--- src/rtl/instr_cycle_ctrl_pkg.sv ---
// Shared types for the GCore instruction-cycle sequencer: FSM states, opcode classes and the class decoder.
package gcore_ctrl_pkg;

  typedef enum logic [2:0] {
    ST_IDLE,
    ST_FETCH,
    ST_LOAD,
    ST_EXEC,
    ST_WB,
    ST_HALT,
    ST_FAULT
  } state_e;

  typedef enum logic [2:0] {
    CLS_NOP,
    CLS_ALU,
    CLS_LDA,
    CLS_STA,
    CLS_HLT
  } opc_class_e;

  // Opcodes are zero-extended to this width before comparison
  localparam int OPC_MAX_W = 32;

  localparam logic [OPC_MAX_W-1:0] OPC_NOP    = 32'd0;
  localparam logic [OPC_MAX_W-1:0] OPC_ALU_LO = 32'd1;
  localparam logic [OPC_MAX_W-1:0] OPC_ALU_HI = 32'd7;
  localparam logic [OPC_MAX_W-1:0] OPC_LDA    = 32'd8;
  localparam logic [OPC_MAX_W-1:0] OPC_STA    = 32'd9;
  localparam logic [OPC_MAX_W-1:0] OPC_HLT    = 32'd15;

  function automatic opc_class_e opc_class(input logic [OPC_MAX_W-1:0] opc);
    opc_class_e cls;
    cls = CLS_NOP;
    if (opc == OPC_NOP)                             cls = CLS_NOP;
    else if (opc >= OPC_ALU_LO && opc <= OPC_ALU_HI) cls = CLS_ALU;
    else if (opc == OPC_LDA)                        cls = CLS_LDA;
    else if (opc == OPC_STA)                        cls = CLS_STA;
    else if (opc == OPC_HLT)                        cls = CLS_HLT;
    return cls;
  endfunction

endpackage

--- src/rtl/instr_cycle_ctrl_if.sv ---
// Memory/datapath strobe bundle between the sequencer (master) and the datapath (slave).
interface instr_cycle_ctrl_if #(
  parameter int OPC_W = 4
);
  logic [OPC_W-1:0] opcode;
  logic             mem_ready;
  logic             mem_rd;
  logic             mem_wr;
  logic             ir_load;
  logic             pc_inc;
  logic             alu_en;
  logic             acc_write;

  modport master (
    input  opcode, mem_ready,
    output mem_rd, mem_wr, ir_load, pc_inc, alu_en, acc_write
  );

  modport slave (
    output opcode, mem_ready,
    input  mem_rd, mem_wr, ir_load, pc_inc, alu_en, acc_write
  );
endinterface

--- src/rtl/instr_cycle_ctrl_mem_wait_tmo.sv ---
// Memory wait-state counter; expired flags the cycle in which the count would reach 2**TMO_W-1.
module mem_wait_tmo #(
  parameter int TMO_W = 4
) (
  input  logic clk_in,
  input  logic rst,
  input  logic clear,
  input  logic cnt_en,
  output logic expired
);
  localparam logic [TMO_W-1:0] CNT_LAST = {{(TMO_W-1){1'b1}}, 1'b0};

  logic [TMO_W-1:0] cnt_q;
  logic [TMO_W-1:0] cnt_d;

  always_comb begin
    cnt_d = cnt_q;
    if (clear)       cnt_d = '0;
    else if (cnt_en) cnt_d = cnt_q + TMO_W'(1);
  end

  always_ff @(posedge clk_in) begin
    if (rst) cnt_q <= '0;
    else     cnt_q <= cnt_d;
  end

  assign expired = cnt_en && (cnt_q == CNT_LAST);

endmodule

--- src/rtl/instr_cycle_ctrl.sv ---
// GCore instruction-cycle sequencer: FETCH -> LOAD -> EXEC -> WB with halt, resume and memory timeout.
// Optional macro SINGLE_STEP_EN adds a step input that runs one instruction out of HALT.
module instr_cycle_ctrl
  import gcore_ctrl_pkg::*;
#(
  parameter int OPC_W = 4,
  parameter int TMO_W = 4,
  parameter int CNT_W = 16
) (
  input  logic                 clk_in,
  input  logic                 rst,
  input  logic                 run,
  input  logic                 halt_req,
`ifdef SINGLE_STEP_EN
  input  logic                 step,
`endif
  instr_cycle_ctrl_if.master   bus,
  output logic                 busy,
  output logic                 halted,
  output logic                 fault,
  output logic [CNT_W-1:0]     instr_cnt
);

  state_e           state_q, state_d;
  logic [CNT_W-1:0] cnt_q, cnt_d;
  logic [OPC_W-1:0] opc;
  opc_class_e       cls;
  logic             wait_st;
  logic             tmo_expired;
  logic             stop;
  logic             retire;
  logic             mem_rd, mem_wr, ir_load, pc_inc, alu_en, acc_write;
`ifdef SINGLE_STEP_EN
  logic             step_q, step_d;
`endif

  assign opc = bus.opcode;
  assign cls = opc_class(OPC_MAX_W'(opc));

  // Memory-wait states: fetch, and the operand phase of LDA/STA
  assign wait_st = (state_q == ST_FETCH) ||
                   (state_q == ST_EXEC && (cls == CLS_LDA || cls == CLS_STA));

  mem_wait_tmo #(.TMO_W(TMO_W)) u_tmo (
    .clk_in  (clk_in),
    .rst     (rst),
    .clear   (!wait_st || bus.mem_ready),
    .cnt_en  (wait_st && !bus.mem_ready),
    .expired (tmo_expired)
  );

`ifdef SINGLE_STEP_EN
  assign stop = (state_q == ST_EXEC && cls == CLS_HLT) || halt_req || step_q;
`else
  assign stop = (state_q == ST_EXEC && cls == CLS_HLT) || halt_req;
`endif

  always_comb begin
    state_d   = state_q;
    cnt_d     = cnt_q;
    retire    = 1'b0;
    mem_rd    = 1'b0;
    mem_wr    = 1'b0;
    ir_load   = 1'b0;
    pc_inc    = 1'b0;
    alu_en    = 1'b0;
    acc_write = 1'b0;
`ifdef SINGLE_STEP_EN
    step_d    = step_q;
`endif

    case (state_q)
      ST_IDLE: begin
        if (run) state_d = ST_FETCH;
      end
      ST_FETCH: begin
        mem_rd = 1'b1;
        if (tmo_expired)        state_d = ST_FAULT;
        else if (bus.mem_ready) state_d = ST_LOAD;
      end
      ST_LOAD: begin
        ir_load = 1'b1;
        pc_inc  = 1'b1;
        state_d = ST_EXEC;
      end
      ST_EXEC: begin
        case (cls)
          CLS_ALU: begin
            alu_en  = 1'b1;
            state_d = ST_WB;
          end
          CLS_LDA: begin
            mem_rd = 1'b1;
            if (tmo_expired)        state_d = ST_FAULT;
            else if (bus.mem_ready) state_d = ST_WB;
          end
          CLS_STA: begin
            mem_wr = 1'b1;
            if (tmo_expired)        state_d = ST_FAULT;
            else if (bus.mem_ready) retire = 1'b1;
          end
          default: retire = 1'b1;
        endcase
      end
      ST_WB: begin
        acc_write = 1'b1;
        retire    = 1'b1;
      end
      ST_HALT: begin
        if (run && !halt_req) begin
          state_d = ST_FETCH;
        end
`ifdef SINGLE_STEP_EN
        else if (step && !run) begin
          state_d = ST_FETCH;
          step_d  = 1'b1;
        end
`endif
      end
      ST_FAULT: state_d = ST_FAULT;
      default:  state_d = ST_IDLE;
    endcase

    // Instruction boundary: the only place run/halt_req steer the sequence
    if (retire) begin
      cnt_d = cnt_q + CNT_W'(1);
      if (stop)     state_d = ST_HALT;
      else if (run) state_d = ST_FETCH;
      else          state_d = ST_IDLE;
`ifdef SINGLE_STEP_EN
      step_d = 1'b0;
`endif
    end
  end

  always_ff @(posedge clk_in) begin
    if (rst) begin
      state_q <= ST_IDLE;
      cnt_q   <= '0;
`ifdef SINGLE_STEP_EN
      step_q  <= 1'b0;
`endif
    end else begin
      state_q <= state_d;
      cnt_q   <= cnt_d;
`ifdef SINGLE_STEP_EN
      step_q  <= step_d;
`endif
    end
  end

  assign bus.mem_rd    = mem_rd;
  assign bus.mem_wr    = mem_wr;
  assign bus.ir_load   = ir_load;
  assign bus.pc_inc    = pc_inc;
  assign bus.alu_en    = alu_en;
  assign bus.acc_write = acc_write;

  assign busy      = !(state_q == ST_IDLE || state_q == ST_HALT || state_q == ST_FAULT);
  assign halted    = (state_q == ST_HALT);
  assign fault     = (state_q == ST_FAULT);
  assign instr_cnt = cnt_q;

endmodule

--- src/flat_wrapper.sv ---
// flat-port wrapper written by rule: the top's interface ports become plain ports
module instr_cycle_ctrl_flat import gcore_ctrl_pkg::*;
#(
  parameter int OPC_W = 4,
  parameter int TMO_W = 4,
  parameter int CNT_W = 16
)
  (clk_in, rst, run, halt_req, busy, halted, fault, instr_cnt, bus_opcode, bus_mem_ready, bus_mem_rd, bus_mem_wr, bus_ir_load, bus_pc_inc, bus_alu_en, bus_acc_write);
  instr_cycle_ctrl_if #(.OPC_W(OPC_W)) bus_i ();
  input  logic clk_in;
  input  logic rst;
  input  logic run;
  input  logic halt_req;
  output logic busy;
  output logic halted;
  output logic fault;
  output logic [CNT_W-1:0] instr_cnt;
  input wire logic [$bits(bus_i.opcode)-1:0] bus_opcode;
  input wire logic [$bits(bus_i.mem_ready)-1:0] bus_mem_ready;
  output wire logic [$bits(bus_i.mem_rd)-1:0] bus_mem_rd;
  output wire logic [$bits(bus_i.mem_wr)-1:0] bus_mem_wr;
  output wire logic [$bits(bus_i.ir_load)-1:0] bus_ir_load;
  output wire logic [$bits(bus_i.pc_inc)-1:0] bus_pc_inc;
  output wire logic [$bits(bus_i.alu_en)-1:0] bus_alu_en;
  output wire logic [$bits(bus_i.acc_write)-1:0] bus_acc_write;
  assign bus_i.opcode = bus_opcode;
  assign bus_i.mem_ready = bus_mem_ready;
  assign bus_mem_rd = bus_i.mem_rd;
  assign bus_mem_wr = bus_i.mem_wr;
  assign bus_ir_load = bus_i.ir_load;
  assign bus_pc_inc = bus_i.pc_inc;
  assign bus_alu_en = bus_i.alu_en;
  assign bus_acc_write = bus_i.acc_write;
  instr_cycle_ctrl #(.OPC_W(OPC_W), .TMO_W(TMO_W), .CNT_W(CNT_W)) u_core (.clk_in(clk_in), .rst(rst), .run(run), .halt_req(halt_req), .bus(bus_i), .busy(busy), .halted(halted), .fault(fault), .instr_cnt(instr_cnt));
endmodule
--- config.mk ---
export PLATFORM = sky130hd
export DESIGN_NAME = instr_cycle_ctrl_flat
export DESIGN_NICKNAME = d
export VERILOG_FILES = /design/src/rtl/instr_cycle_ctrl_pkg.sv /design/src/rtl/instr_cycle_ctrl_if.sv /design/src/rtl/instr_cycle_ctrl_mem_wait_tmo.sv /design/src/rtl/instr_cycle_ctrl.sv /design/src/flat_wrapper.sv
export SDC_FILE = /design/constraint.sdc
export NUM_CORES = 1
export LEC_CHECK = 0
export CAP_MARGIN = 20
export CELL_PAD_IN_SITES_DETAIL_PLACEMENT = 1
export CELL_PAD_IN_SITES_GLOBAL_PLACEMENT = 1
export CORE_UTILIZATION = 39
export CTS_CLUSTER_DIAMETER = 50
export DETAILED_ROUTE_END_ITERATION = 8
export PLACE_DENSITY_LB_ADDON = 0.1
export SYNTH_ARGS = -nofsm -noshare
export SYNTH_HDL_FRONTEND = slang
export SYNTH_SLANG_ARGS = --single-unit
--- constraint.sdc ---
create_clock -name clk_in -period 3.65 [get_ports clk_in]
set_input_delay 0.5475 -clock clk_in [delete_from_list [all_inputs] [get_ports clk_in]]
set_output_delay 0.5475 -clock clk_in [all_outputs]
set_load 0.02 [all_outputs]
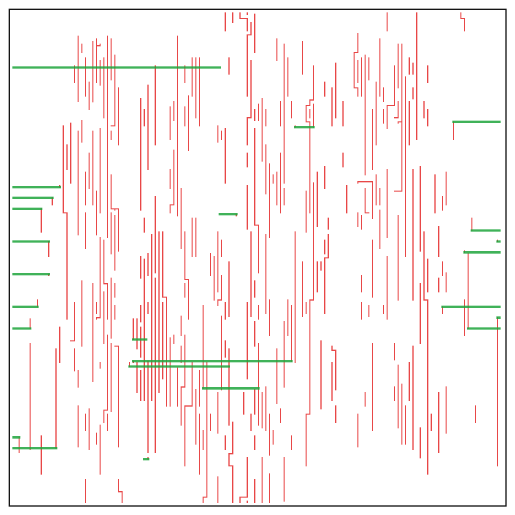
*Routed metal, one color a layer, run 1*
(8 px per micron) Two of the layers only.
legend:
  metal 3:
    color: green
    wire_length: 130 microns
  metal 2:
    color: red
    wire_length: 1,710 microns
routed len/inst: 15.4 microns
via count: 1,409

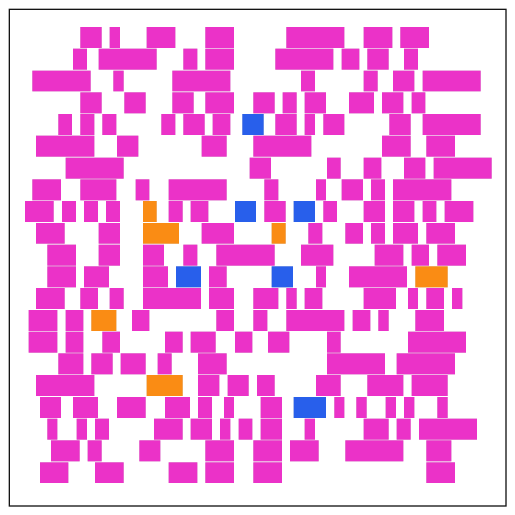
*Sizing map, run 1*
(8 px per micron)
legend:
  _2 cells:
    color: orange
    cells: 6
    share: 3.1%
    most_used: clkinv_2
  _3 and _4 cells:
    color: blue
    cells: 6
    share: 3.1%
    most_used: clkbuf_4
  _0 and _1 cells:
    color: magenta
    cells: 181
    share: 94%
    most_used: clkdlybuf4s50_1
Signal buffers: 34
area growth from synthesis to final layout: 25.8%

==> run summary, run 1 <==
On the backend side, the flow ran end to end.

In the routed layout, each cell is associated on average with a via count of 5.90. The leakage power of the design stands at 0.565 nW. The global placer's final weighted congestion stands at 0.822. The number of buffers inserted during clock tree synthesis stands at 3.

Looking at hold timing, the worst path starts from u_core.u_tmo.cnt_q[0]$_SDFFE_PP0N_. After global routing the overflow that remains totals 0. Per the synth stats, the flop cell with the highest instance count is sky130_fd_sc_hd__dfxtp_1.

The hold-critical path depth stands at 1. The completed layout was analyzed and its total power is 0.000595 W. In the post-synthesis netlist, the biggest area contributors are sky130_fd_sc_hd__dfxtp_1, sky130_fd_sc_hd__o31ai_1, sky130_fd_sc_hd__or4_1.

The maximum number of pins on one net before global-route repair stands at 25. In this run the remaining antenna-violating nets after routing total 0. The final layout report lists a filler cell count of 412. The number of DRC markers after the initial detailed-route iteration stands at 31.

The worst-case register-to-register setup slack stands at 1.22 ns. The cell type that accounts for the most area after synthesis is sky130_fd_sc_hd__dfxtp_1. The cell sitting at the root of the clock tree is a sky130_fd_sc_hd__clkbuf_4. The total clock sinks stands at 23. Counting the warning lines in the Yosys log gives 0.

The aggregate global-route resource usage stands at 0.196. The register cell area after layout stands at 460 sq um. STA classifies the critical path endpoint as an output port. The pre-antenna-repair detailed-routing pass consisted of 4 iterations. In this run the number of H-tree levels came out at 1. The post-route standard cell area excluding fillers stands at 1760 sq um.

Across all stage logs, warnings added up to 27. The worst pin sits at a relative slew slack of 0.388. After floorplanning, the core was sized to cover 3390 sq um. TritonCTS built the clock tree.

The endpoint of the worst hold path is reported as u_core.u_tmo.cnt_q[0]$_SDFFE_PP0N_. The startpoint identified for the worst register-to-register timing path is u_core.state_q[1]$_SDFFE_PP0P_. The total DRC errors in the routed layout stands at 0. The areal power density over the cells stands at 338 nW/um^2. After synthesis the cells add up to 1400 sq um. The post-synthesis chip area from yosys stands at 1400 sq um. In this run, synthesis produced a sequential element count of 23.

The post-cts gate resize count stands at 0. The worst hold path belongs to the class reg2reg. On the final layout, the worst hold slack is 0.486 ns. The number of buffers added for setup after CTS stands at 0. Sorting the synthesis cell report by count puts at the top sky130_fd_sc_hd__dfxtp_1. The number of global-route vias before repair stands at 1,259.

Note, the detailed placer reported a final HPWL of 2690 microns. In the Yosys report the total cell count is 167. The run finished with clean final reports. The maximum clock path buffer count stands at 2. Hold-check failures listed in the final report amount to 0. The endpoint identified for the worst register-to-register timing path is u_core.instr_cnt[15]$_SDFFE_PP0P_. The clock period minus worst slack stands at 3.07 ns.

The final max-slew violation count recorded for this run is 0. The layout summary lists the proportion of cells stronger than drive strength 1 as 0.0622. Summed over all failing endpoints, the final setup total negative slack is 0 ns.

The post-detailed-routing wire length stands at 3680 microns. The number of antenna violations at the first check in global routing was 0. The area fraction of the largest cell type after synthesis is 0.329. For reference, the placement row count at floorplan is 21. For reference, the clock transition at the flip-flops on the worst setup and hold paths is 0.14 ns. The share of async-settable or async-resettable flops after synthesis stands at 0.

The latest clock arrival within the worst-skew pair stands at 0.31 ns. Setup repair after global routing left no endpoint under its margin. Clock skew on the completed layout was measured at 0.00209 ns. The number of cells on the worst reg-to-reg path stands at 6.

The first global-routing pass estimated 5670 microns of wire. The largest fanout of any net on the critical path stands at 6. The required arrival time at the worst endpoint stands at 3.10 ns. In this run the count of I/O pins placed on the die edge is 34. The worst setup path is of the in2out kind. In the final layout, the multi-input gates occupy 858 sq um. Based on the critical path, the design can be clocked at up to 0.325 GHz. The slew of the pin with the lowest slew margin stands at 0.915 ns. The number of nets at floorplan stands at 179. Counting flops with a built-in enable in the synthesized netlist gives 0. Yosys reports that the most numerous cell types are sky130_fd_sc_hd__dfxtp_1, sky130_fd_sc_hd__a21oi_1, sky130_fd_sc_hd__o31ai_1, sky130_fd_sc_hd__or4_1, sky130_fd_sc_hd__nor2_1. The placement stage leaves a total instance area of 1730 sq um. The post-synthesis cell type count stands at 54. The finished design was reported to have a net count of 206.

For this configuration, the core starts out at a cell density of 0.413. The chip occupies 3830 sq um. The part of the Yosys area used for sequential elements stands at 0.329. The max-capacitance violation count stands at 0. The data arrival time reported for the critical path is 2.53 ns.

The synthesized area per cell stands at 8.38 sq um. In the finished design, the share of the clock period the worst path needs comes to 0.842. The instance count of the mapped netlist stands at 167.

The worst setup path is launched from an input pin. The hold buffer count at cts stands at 0. 0 antenna diodes ended up in the layout.

The setup-violating endpoint count in the final report stands at 0.
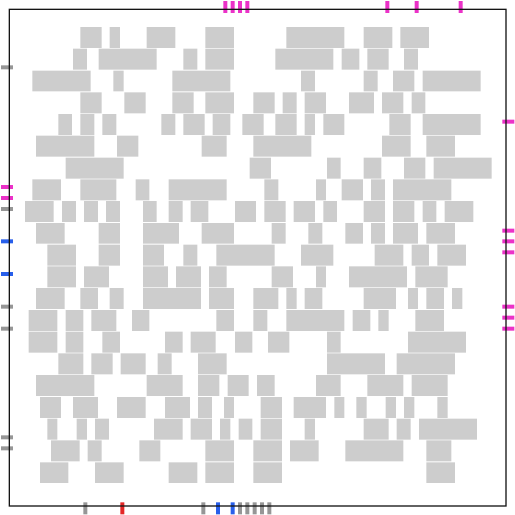
*I/O pins on the die edge, run 1*
(8 px per micron) Pins as bars across the die edge, other pins in gray.
legend:
  instr_cnt:
    color: magenta
    pins: 16
    direction: output
    edge: 7 right, 7 top, 2 left
  bus_opcode:
    color: blue
    pins: 4
    direction: input
    edge: 2 left, 2 bottom
  busy:
    color: red
    pins: 1
    direction: output
    edge: bottom
width of the chip: 61.9 microns
vertical die size: 61.9 microns
number of buffers inserted by port buffering: 33

==> run 1: cells by family (layout without fill, tap and decap cells) <==
group | Yosys count | count (layout) | synth area share
xor+xnor | 3 | 3 | 0.0188
compound gates | 46 | 46 | 0.223
flops | 23 | 23 | 0.329
mux | 4 | 4 | 0.0322
simple gates | 71 | 71 | 0.313
fa+ha+maj | 3 | 3 | 0.0268
buf+inv | 17 | 43 | 0.0581
==> run 1: per-stage QoR <==
step           utilization  setup slack (ns)  cells
2_1_floorplan            -              1.55    167
3_3_place_gp         0.512             0.640    235
3_5_place_dp         0.512             0.584    235
4_1_cts              0.520             0.577    239
5_1_grt              0.520             0.509    239
6_report             0.520             0.577    239
==> run 1: registers in the layout, summed over array words and instances, names as in the netlist <==
register / flops
u_core.state_q: 3
u_core.instr_cnt: 16
u_core.u_tmo.cnt_q: 4
==> run 1: placed cells by master, fill, tap and decap left out, types with 4 or more instances in the layout <==
| master | Yosys | routed |
|---|---|---|
| sky130_fd_sc_hd__a21oi_1 | 13 | 13 |
| sky130_fd_sc_hd__nand3_1 | 7 | 7 |
| sky130_fd_sc_hd__nand4_1 | 4 | 4 |
| sky130_fd_sc_hd__nand2_1 | 6 | 6 |
| sky130_fd_sc_hd__nor3_1 | 8 | 8 |
| sky130_fd_sc_hd__inv_1 | 4 | 4 |
| sky130_fd_sc_hd__nor2_1 | 9 | 9 |
| sky130_fd_sc_hd__or4_1 | 10 | 10 |
| sky130_fd_sc_hd__o31ai_1 | 10 | 10 |
| sky130_fd_sc_hd__o21ai_0 | 4 | 4 |
| sky130_fd_sc_hd__dfxtp_1 | 23 | 23 |
| sky130_fd_sc_hd__clkdlybuf4s50_1 | 0 | 33 |
| sky130_fd_sc_hd__nor2b_1 | 5 | 5 |
==> run 1: worst max-delay path: stages <==
cell and delay (ns):
sky130_fd_sc_hd__clkdlybuf4s50_1 0.60, sky130_fd_sc_hd__or3b_1 0.48, sky130_fd_sc_hd__o21a_1 0.21, sky130_fd_sc_hd__nor2_1 0.08
sky130_fd_sc_hd__clkdlybuf4s50_1 0.61
==> run 1: per-layer routing <==
layer  share of wire  global-route usage  vias up
met5               0                   0        -
met4          0.0090              0.0571        0
met3           0.035              0.0248        4
met2            0.46               0.323       28
met1            0.49               0.269      681
li1                -                   -      696
==> run 1: worst max path at each step <==
stage                             start         end  slack [ns]  cells after the start
final                     bus_opcode[3]  bus_mem_rd        0.58                      5
after global routing      bus_opcode[3]  bus_mem_rd        0.51                      5
after CTS                 bus_opcode[3]  bus_mem_rd        0.58                      5
after detailed placement  bus_opcode[3]  bus_mem_rd        0.58                      5
after global placement    bus_opcode[3]  bus_mem_rd        0.64                      5
after floorplan           bus_opcode[1]  bus_mem_wr        1.55                      3
==> run 1: report_power, final <==
part / total (W) / switching [W] / internal (W)
sequential: 0.000294 / 0.0000324 / 0.000262
combinational: 0.000176 / 0.0000897 / 0.0000865
clock: 0.000124 / 0.0000833 / 0.0000410
==> run 1: cell type report <==
class | count | area share
clock buffers | 3 | 0.0128
clock inverters | 1 | 0.00284
inverters | 5 | 0.0114
multi-input cells | 127 | 0.487
flip-flops and latches | 23 | 0.261
well taps | 46 | 0.0327
repair buffers | 34 | 0.192
==> run 2: changes to the inputs <==
--- a/config.mk
+++ b/config.mk
@@ -8,7 +8,7 @@
 export CAP_MARGIN = 20
 export CELL_PAD_IN_SITES_DETAIL_PLACEMENT = 1
 export CELL_PAD_IN_SITES_GLOBAL_PLACEMENT = 1
-export CORE_UTILIZATION = 39
+export CORE_UTILIZATION = 36
 export CTS_CLUSTER_DIAMETER = 50
 export DETAILED_ROUTE_END_ITERATION = 8
 export PLACE_DENSITY_LB_ADDON = 0.1
==> constraint.sdc (replaced) <==
create_clock -name clk_in -period 2.9 [get_ports clk_in]
set_input_delay 0.435 -clock clk_in [delete_from_list [all_inputs] [get_ports clk_in]]
set_output_delay 0.435 -clock clk_in [all_outputs]
set_load 0.02 [all_outputs]
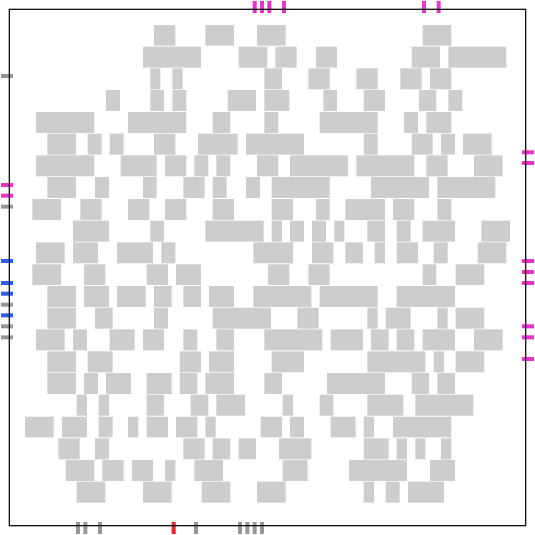
*I/O pins on the die edge, run 2*
(8 px per micron) Pins as bars across the die edge, other pins in gray.
legend:
  bus_opcode:
    color: blue
    pins: 4
    direction: input
    edge: left
  busy:
    color: red
    pins: 1
    direction: output
    edge: bottom
  instr_cnt:
    color: magenta
    pins: 16
    direction: output
    edge: 8 right, 6 top, 2 left
all pins by edge: 11 left, 9 bottom, 8 right, 6 top
vertical die size: 64.4 microns
width of the chip: 64.4 microns

==> run 2 against run 1 <==
  * Global-route usage grew 1.1 points
  * Design area grew 2.5%
  * Utilization shrank 3.0 points
  * Die size grew 8.1%
  * Count of clock-buffer cells in the layout is the same
  * Sequential power grew 27%
  * Critical path depth is the same
  * Synthesized area is the same
  * Largest cell class unchanged
==> run summary, run 2 <==
On the backend side, the flow ran end to end.

For reference, the critical path cell chain is clkdlybuf4s50_1 > or3b_1 > o21a_1 > nor2_1 > clkdlybuf4s50_1. After the last flow step, the layout net total stands at 209. The hold buffer count at cts stands at 0. In this run the tightest slew margin relative to its limit is 0.339. The tree is rooted in a sky130_fd_sc_hd__clkbuf_8.

The worst VDD IR drop from the latest analysis is 0.269 mV. Across all setup checks in the final design, the least slack found is 0.130 ns. The number of nets at floorplan stands at 179.

The synthesized area per cell stands at 8.38 sq um. The synthesis run shows the most used standard cells to be sky130_fd_sc_hd__dfxtp_1, sky130_fd_sc_hd__a21oi_1, sky130_fd_sc_hd__o31ai_1, sky130_fd_sc_hd__or4_1, sky130_fd_sc_hd__nor2_1. The synthesis-to-layout area growth stands at 29.0%. The instance count of the mapped netlist stands at 167. The share of async-settable or async-resettable flops after synthesis stands at 0. The first global-routing pass estimated 6760 microns of wire. The most frequently used library cell after synthesis is sky130_fd_sc_hd__dfxtp_1. TritonCTS built the clock tree.

The global placer's final weighted congestion stands at 0.833. The number of antenna violations at the first check in global routing was 0. The post-synthesis chip area from yosys stands at 1400 sq um. The main area contributors are sky130_fd_sc_hd__dfxtp_1, sky130_fd_sc_hd__o31ai_1, sky130_fd_sc_hd__or4_1. STA classifies the critical path startpoint as an input pin.

Of the cells placed in the final design, the portion with a size suffix greater than 1 is 0.0765. According to the floorplan report, the placeable core area is 3690 sq um. The setup path with the least slack is of type in2out. The longest clock path from root to sink contains 2 buffers. The post-synthesis cell type count stands at 54. Per the synthesis report, the dominant area consumer among library cells is sky130_fd_sc_hd__dfxtp_1.

Summing all multi-input logic gate instances after layout gives 858 sq um. The flow ran to the end, and the final reports show no timing, DRC or antenna violations. The count of nets left with antenna violations once routing finished came out at 0. Per the cell usage report, the commonest logic cell in the layout is sky130_fd_sc_hd__clkdlybuf4s50_1. The count of fill cells added during filler insertion stands at 495. The number of global-route vias before repair was 1,447. The share of synthesized area in the top cell type comes to 0.329. The arrival time at the worst endpoint stands at 2.33 ns. Per the synth stats, the flop cell with the highest instance count is sky130_fd_sc_hd__dfxtp_1. Counting stages on the worst path, the most repeated cell is sky130_fd_sc_hd__clkdlybuf4s50_1. The smallest clock period supported by the final layout is computed as 2.77 ns. The total congestion overflow stands at 0. The average detailed-routed wire length per instance stands at 16.5 microns. The critical path maximum fanout is 6. The count of state elements after synthesis stands at 23. The die covers 4140 sq um. The total clock sinks stands at 23.

The number of antenna cells inserted stands at 0. The delay contributed by the slowest stage of the critical path stands at 0.61 ns. The leakage power of the design stands at 0.586 nW. The total vias in the final route stands at 1,451. Prior to clock tree synthesis, the placed netlist has a worst setup slack of 0.131 ns.

Per the layout area report, the register area comes to 460 sq um. The number of cells in the yosys synthesis report stands at 167. The setup TNS after final layout stands at 0 ns.

The aggregate global-route resource usage stands at 0.207. On the critical path, the stage with the largest delay is an instance of sky130_fd_sc_hd__clkdlybuf4s50_1. The post-detailed-routing wire length stands at 4010 microns. The share of the Yosys chip area taken by registers is 0.329.

The pin closest to its max-slew limit shows a slew of 0.987 ns. The required arrival time at the worst endpoint stands at 2.47 ns. Detailed placement ended at an HPWL of 3000 microns.

The number of buffers inserted during clock tree synthesis stands at 3. Per the final report, max-transition violations number 0. 34 I/O pins were placed. The floorplan step records an initial core utilization of 0.380.

The latest clock arrival within the worst-skew pair stands at 0.27 ns. The first routing iteration left 74 violations. The count of endpoints failing hold in the final timing report stands at 0. The post-synth tally of flip-flops with integrated enable stands at 0. Per the post-CTS timing run, clock transition at the registers of the reported paths is 0.08 ns.

In this run the post-CTS setup repair buffer count came out at 0. The maximum number of pins on one net before global-route repair stands at 17. In the routed layout, each cell is associated on average with a via count of 5.95.

The post-cts gate resize count stands at 0. The total DRC errors in the routed layout stands at 0. The number of buffers inserted by port buffering stands at 33. Per the CTS log, the maximum H-tree level is 1. The max-capacitance violation count stands at 0. The total standard cell area after synthesis stands at 1400 sq um.

The setup-violating endpoint count in the final report stands at 0. Dividing total power by cell area gives a power density of 442 nW/um^2. The number of standard-cell rows in the floorplan stands at 22. The number of flip-flops under the largest register name stands at 16. Derived from the worst setup path, the maximum achievable clock frequency is 0.361 GHz. STA classifies the critical path endpoint as an output port. Before antenna repair, the detailed router went through 4 iterations. The number of warnings printed during yosys synthesis stands at 0. The top cell types in the final layout, fill and taps aside, are sky130_fd_sc_hd__clkdlybuf4s50_1, sky130_fd_sc_hd__dfxtp_1, sky130_fd_sc_hd__a21oi_1, sky130_fd_sc_hd__o31ai_1, sky130_fd_sc_hd__or4_1. The final timing report lists clock skew as 0.00633 ns. Note that the worst hold path type here is reg2reg. The tool warning count for the run is 27. Setup repair after global routing left no endpoint under its margin. Dividing the final minimum period by the clock period gives 0.955.
==> run 2: netlist changes by cell type in the layout (fill, tap and decap cells not counted) <==
cell,previous run,this run
sky130_fd_sc_hd__clkbuf_8,0,3
sky130_fd_sc_hd__clkbuf_4,3,0
sky130_fd_sc_hd__buf_4,1,4
==> run 2: kinds of logic (layout without fill, tap and decap cells) <==
group / count (synthesis) / after routing / share of synthesized area
AND/OR/NAND/NOR: 71 / 71 / 0.313
AND-OR/OR-AND: 46 / 46 / 0.223
flip-flops: 23 / 23 / 0.329
buffers and inverters: 17 / 46 / 0.0581
multiplexers: 4 / 4 / 0.0322
adder cells (fa/ha/maj): 3 / 3 / 0.0268
XOR/XNOR: 3 / 3 / 0.0188
==> run 2: layout make-up <==
| type | count | area share |
|---|---|---|
| multi-input combinational | 127 | 0.475 |
| clock buffer | 3 | 0.0229 |
| timing repair buffer | 37 | 0.200 |
| clock inverter | 1 | 0.00277 |
| tap | 48 | 0.0333 |
| sequential | 23 | 0.255 |
| inverter | 5 | 0.0111 |
==> run 2: report_power, final <==
| group | internal, W | total (W) | switching, W |
|---|---|---|---|
| sequential | 0.000329 | 0.000372 | 0.0000424 |
| clock | 0.0000959 | 0.000199 | 0.000103 |
| combinational | 0.000111 | 0.000228 | 0.000117 |
==> run 2: routing by layer <==
metal  wire length [microns]  GRT usage  vias up
li1                        -          -      698
met1                    1830      0.252      716
met2                    2000      0.358       30
met3                     140     0.0429        7
met4                      51     0.0694        0
met5                       0          0        -
==> run 2: worst paths after layout <==
kind / endpoint / start / cells past startpoint / slack (ns)
setup / recovery: bus_mem_rd / bus_opcode[1] / 5 / 0.13
hold / removal: u_core.u_tmo.cnt_q[0]$_SDFFE_PP0N_ / u_core.u_tmo.cnt_q[0]$_SDFFE_PP0N_ / 1 / 0.47
setup reg to reg: u_core.instr_cnt[15]$_SDFFE_PP0P_ / u_core.state_q[1]$_SDFFE_PP0P_ / 6 / 0.35
hold reg to reg: u_core.u_tmo.cnt_q[0]$_SDFFE_PP0N_ / u_core.u_tmo.cnt_q[0]$_SDFFE_PP0N_ / 1 / 0.47
==> run 2: through the flow <==
| step | instance area, sq um | instances | total power [W] | hold WS [ns] | utilization |
|---|---|---|---|---|---|
| floorplan | 1400 | 167 | 0.000517 | 0.430 | - |
| global placement | 1760 | 240 | 0.000595 | 0.439 | 0.477 |
| detailed placement | 1760 | 240 | 0.000605 | 0.457 | 0.477 |
| CTS | 1810 | 244 | 0.000804 | 0.480 | 0.489 |
| global route | 1810 | 244 | 0.000844 | 0.488 | 0.489 |
| finish | 1810 | 244 | 0.000799 | 0.471 | 0.489 |
==> run 2: critical path: cells and delay by family <==
| family | cells | cell delay [ns] |
|---|---|---|
| buffers and inverters | 2 | 1.09 |
| AND/OR/NAND/NOR | 2 | 0.60 |
| AND-OR/OR-AND | 1 | 0.22 |
Power figures rest on the tool's default switching activity, not on a simulated workload.
